==> config.mk <==
export PLATFORM = sky130hd
export DESIGN_NAME = rf_write_port_arbiter
export DESIGN_NICKNAME = d
export VERILOG_FILES = /design/src/rtl/rf_write_port_arbiter.sv
export SDC_FILE = /design/constraint.sdc
export NUM_CORES = 1
export LEC_CHECK = 0
export CORE_MARGIN = 2
export CORE_UTILIZATION = 40
export CTS_CLUSTER_DIAMETER = 100
export DETAILED_ROUTE_END_ITERATION = 7
export SYNTH_ARGS = -nofsm -noshare
export SYNTH_HDL_FRONTEND = slang
export SYNTH_SLANG_ARGS = --single-unit
==> constraint.sdc <==
create_clock -name clk -period 12.2 [get_ports clk]
set_clock_uncertainty 0.15 [all_clocks]
set_input_delay 3.05 -clock clk [delete_from_list [all_inputs] [get_ports clk]]
set_output_delay 3.05 -clock clk [all_outputs]
set_load 0.05 [all_outputs]
### Local utilization, run 1

The bar under the picture is 50 um long. The die is cut into 20 by 20 equal tiles; black is low, pale yellow is high, 0 to 100% covered.
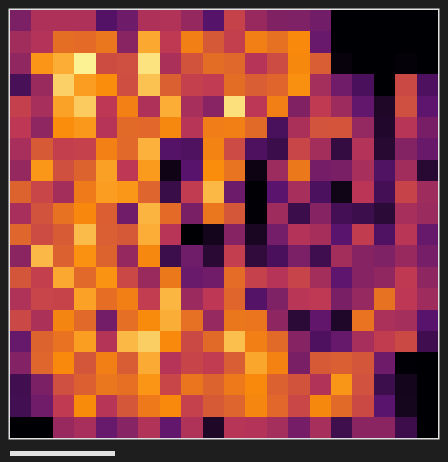
11% of the tiles are over 75% full. The fullest tile reaches 97%. The emptiest ninth of the die: upper right. The mean over all tiles is 47%.
area of the core region: 0.0397 mm2
FP Util: 0.405
core occupancy in the finished layout: 0.510

### Routing congestion, run 1

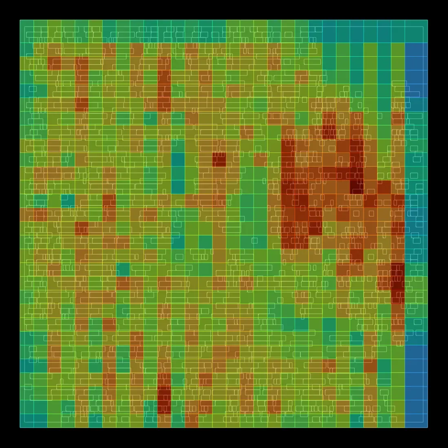
GR Util met1: 0.291
global routing met2 resource utilization: 0.322

### Met1 routing, run 1

The bar under the picture is 50 um long.
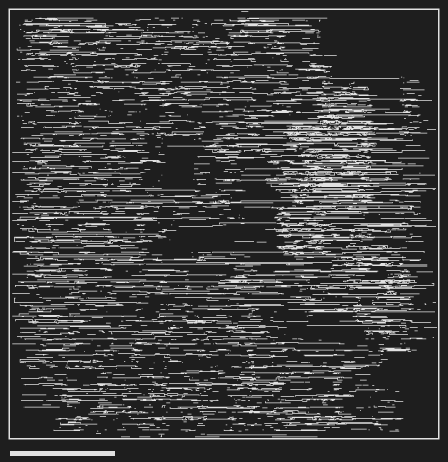
The longest straight run is 64.9 um. The layer holds 45% of the routed length.
total vias in the final route: 10,534
sum of routed wire length over all layers: 43,200 um

### Routed metal per tile, run 1

The bar under the picture is 50 um long. The die is cut into 20 by 20 equal tiles; black is low, pale yellow is high, scaled to the fullest tile. Values are wire area over tile area, all layers added.
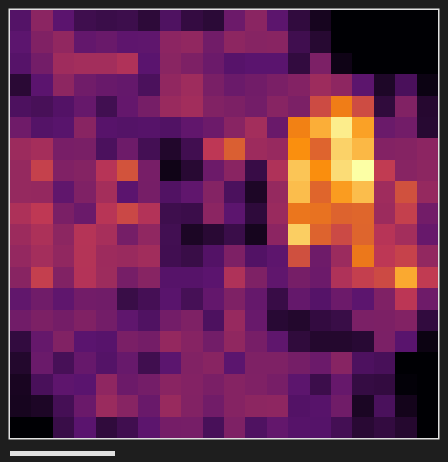
The densest ninth of the die: middle right. The fullest tile reaches 0.53. The emptiest ninth of the die: lower right. The mean over all tiles is 0.17. 5.5% of the tiles are nearly empty.
average wire per standard cell: 22.4 um
overall fraction of global-route tracks in use: 0.208

==> metrics.yaml, run 1 <==
status: "finished, final reports clean"
synth.net_count: 1287
antenna_violations_before_repair: 5
worstPathRequired_ps: 9000
top_level_ports: 250
clockBufferDepth: 3
xor_share: 0.00272
finalCriticalPeriod_ps: 9510
ys_top_cells_by_area: "sky130_fd_sc_hd__edfxtp_1, sky130_fd_sc_hd__mux4_2, sky130_fd_sc_hd__dfxtp_1"
mi_comb_area_mm2: 0.00578
simple_gate_area_frac: 0.111
timing.final.setup_violations: 0
topCombFamilyByArea: "multiplexers"
inverters: 18
timing.critical_path.fanout_max: 17
mux_share: 0.175
critPathArrivalTime_ps: 6310
post-place-cells: 1848
numCtsBuffers: 39
postSynthCellCount: 1137
netlist_top_cells_count: "sky130_fd_sc_hd__edfxtp_1, sky130_fd_sc_hd__nand2_1, sky130_fd_sc_hd__mux4_2"
aoi_share: 0.0615
enable_flop_cells: 276
dominantRegCellSynth: "sky130_fd_sc_hd__edfxtp_1"
timing.hold.worst.class: "flip-flop to flip-flop"
synth_area_per_cell_um2: 14.2
synth_async_sr_flop_share: 0
synth_chip_area_mm2: 0.0161
comb-cell-share: 0.285
top_area_cell: "sky130_fd_sc_hd__edfxtp_1"
clkSlewWorstSetupHoldPaths_ps: 60
crit_path_cell_chain: "clkdlybuf4s50_1, inv_1, nor2_1, nand2_1, a2111oi_0, a31oi_1, nand4_1, nor4_2, a311oi_1, clkdlybuf4s50_1"
timing_max_transition_violations_final: 0
critPathLaunchType: "input pin"
largest_register_ffs: 256
[run 1: report_power, final]
part	internal [uW]	switching (uW)	total, uW
Sequential	1460	110	1570
Combinational	590	1000	1590
Clock	649	477	1130
Total	2700	1590	4290
[run 1: through the flow]
step           instance area [um2]  total power [uW]  hold slack [ps]  setup WS (ps)  utilization
3_3_place_gp                 19000              3210              336           2780        0.479
2_1_floorplan                16100              2670              303           2580            -
6_report                     20300              4290              349           2690        0.510
4_1_cts                      20300              4350              347           2710        0.510
3_5_place_dp                 19000              3210              338           2730        0.479
5_1_grt                      20300              4490              380           2430        0.510
[run 1: routing by layer]
layer	part of all wire	track usage	up-vias
met2	0.45	0.322	328
met1	0.45	0.291	5270
met5	0.00069	0	-
li1	-	-	4852
met4	0.028	0.0675	4
met3	0.063	0.0477	80
### Met2 routing, run 1

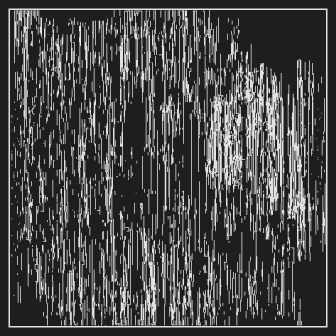

==> run 1 -> run 2 <==
- clock period: 12.2 -> 9.15 ns (I/O delays scaled with it)
### Met2 routing, run 2

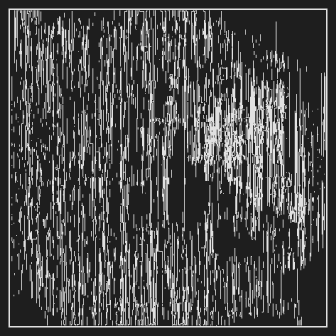
The layer carries 20.3 mm of wire. The layer holds 46% of the routed length. The longest straight run is 111 um.
global routing met2 resource utilization: 0.323
total vias in the final route: 10,731
sum of routed wire length over all layers: 44,400 um

### Met1 routing, run 2

The bar under the picture is 50 um long.
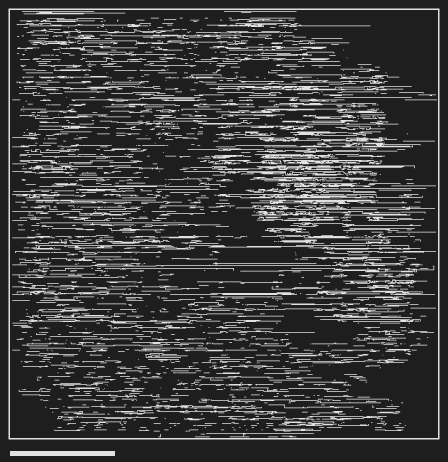
GR Util met1: 0.295

==> run 2 against run 1 <==
Cell area is 0.26% lower. Combinational power is 36% higher. Area after synthesis stayed put. Critical path depth is 1 lower. Sequential cell count stayed put. Final cell count stayed put. Synthesized cell count stayed put. Critical path type unchanged.
==> metrics.yaml, run 2 <==
p_switching_uw: 2120  # +33%
top_area_cell: "sky130_fd_sc_hd__edfxtp_1"
post_drt_wl_per_cell_um: 23.1  # +2.9%
grt.busiest_layer: "met2"
timing.hold.ws_ps: 344  # -5.50 ps
crit_path_cell_chain: "clkdlybuf4s50_1, and3_1, nand2_1, a2111oi_0, a31oi_1, nand4_1, nor4_2, a311oi_1, clkdlybuf4s50_1"
ys_top_cells_by_area: "sky130_fd_sc_hd__edfxtp_1, sky130_fd_sc_hd__mux4_2, sky130_fd_sc_hd__dfxtp_1"
synth_async_sr_flop_share: 0  # unchanged
highest_layer: "met5"
critPathLaunchType: "input pin"
top_level_ports: 250  # unchanged
postLayoutCoreUtil: 0.509  # -0.00132
grtUsageTotal: 0.210  # +0.00211
met3_length_um: 3130  # +15%
clock_power_uw: 1460  # +29%
antenna_violations_before_repair: 4  # -1
timing.critical_path.fanout_max: 11  # -6
p_seq_frac: 0.366  # about the same
numCtsBuffers: 39  # unchanged
xor_share: 0.00272  # unchanged
aoi_share: 0.0615  # unchanged
power.group.top: "combinational cells"
p_seq_uw: 2090  # +33%
clkSlewWorstSetupHoldPaths_ps: 60  # about the same
relative_contribution_of_combinational_cells_to_total_power: 0.378  # +0.006
timing.final.setup_violations: 0  # unchanged
metal1_wirelength_um: 19700  # +0.47%
largest_register_ffs: 256  # unchanged
place_ws_ps: 1470  # -1260 ps
synth_chip_area_mm2: 0.0161  # unchanged
core_mm2: 0.0397  # unchanged
met2WireLength_um: 20300  # +3.5%
comb_power_uw: 2160  # +36%
final_critical_path_setup_slack_ps: 1490  # -1200 ps
mi_comb_area_mm2: 0.00578  # unchanged
postSynthCellCount: 1137  # unchanged
critPathArrivalTime_ps: 5220  # -1090 ps
finalCriticalPeriod_ps: 7660
status: "finished, final reports clean"
enable_flop_cells: 276  # unchanged
power.clock.fraction: 0.256  # -0.007
dominantRegCellSynth: "sky130_fd_sc_hd__edfxtp_1"
timing_max_transition_violations_final: 0  # unchanged
simple_gate_area_frac: 0.111  # unchanged
==> run 2: cell types whose count changed in the layout (fill, tap and decap cells not counted), moves of 2 or more <==
cell,before,now
sky130_fd_sc_hd__bufinv_16,0,2
sky130_fd_sc_hd__clkinv_2,3,5
sky130_fd_sc_hd__buf_4,12,15
sky130_fd_sc_hd__clkbuf_8,8,0
sky130_fd_sc_hd__clkinv_1,2,7
==> run 2: layout make-up <==
class	count	area share
Antenna cell	2	0.000247
Clock buffer	53	0.0508
Clock inverter	17	0.00693
Inverter	18	0.00346
Multi-Input combinational cell	686	0.286
Sequential cell	359	0.492
Tap cell	525	0.0325
Timing Repair Buffer	263	0.128
==> run 2: through the flow <==
step	cells	instance area (um2)
finish	1923	20200
global route	1921	20200
CTS	1921	20200
detailed placement	1851	19100
global placement	1851	19100
floorplan	1137	16100
Power figures rest on the tool's default switching activity, not on a simulated workload.
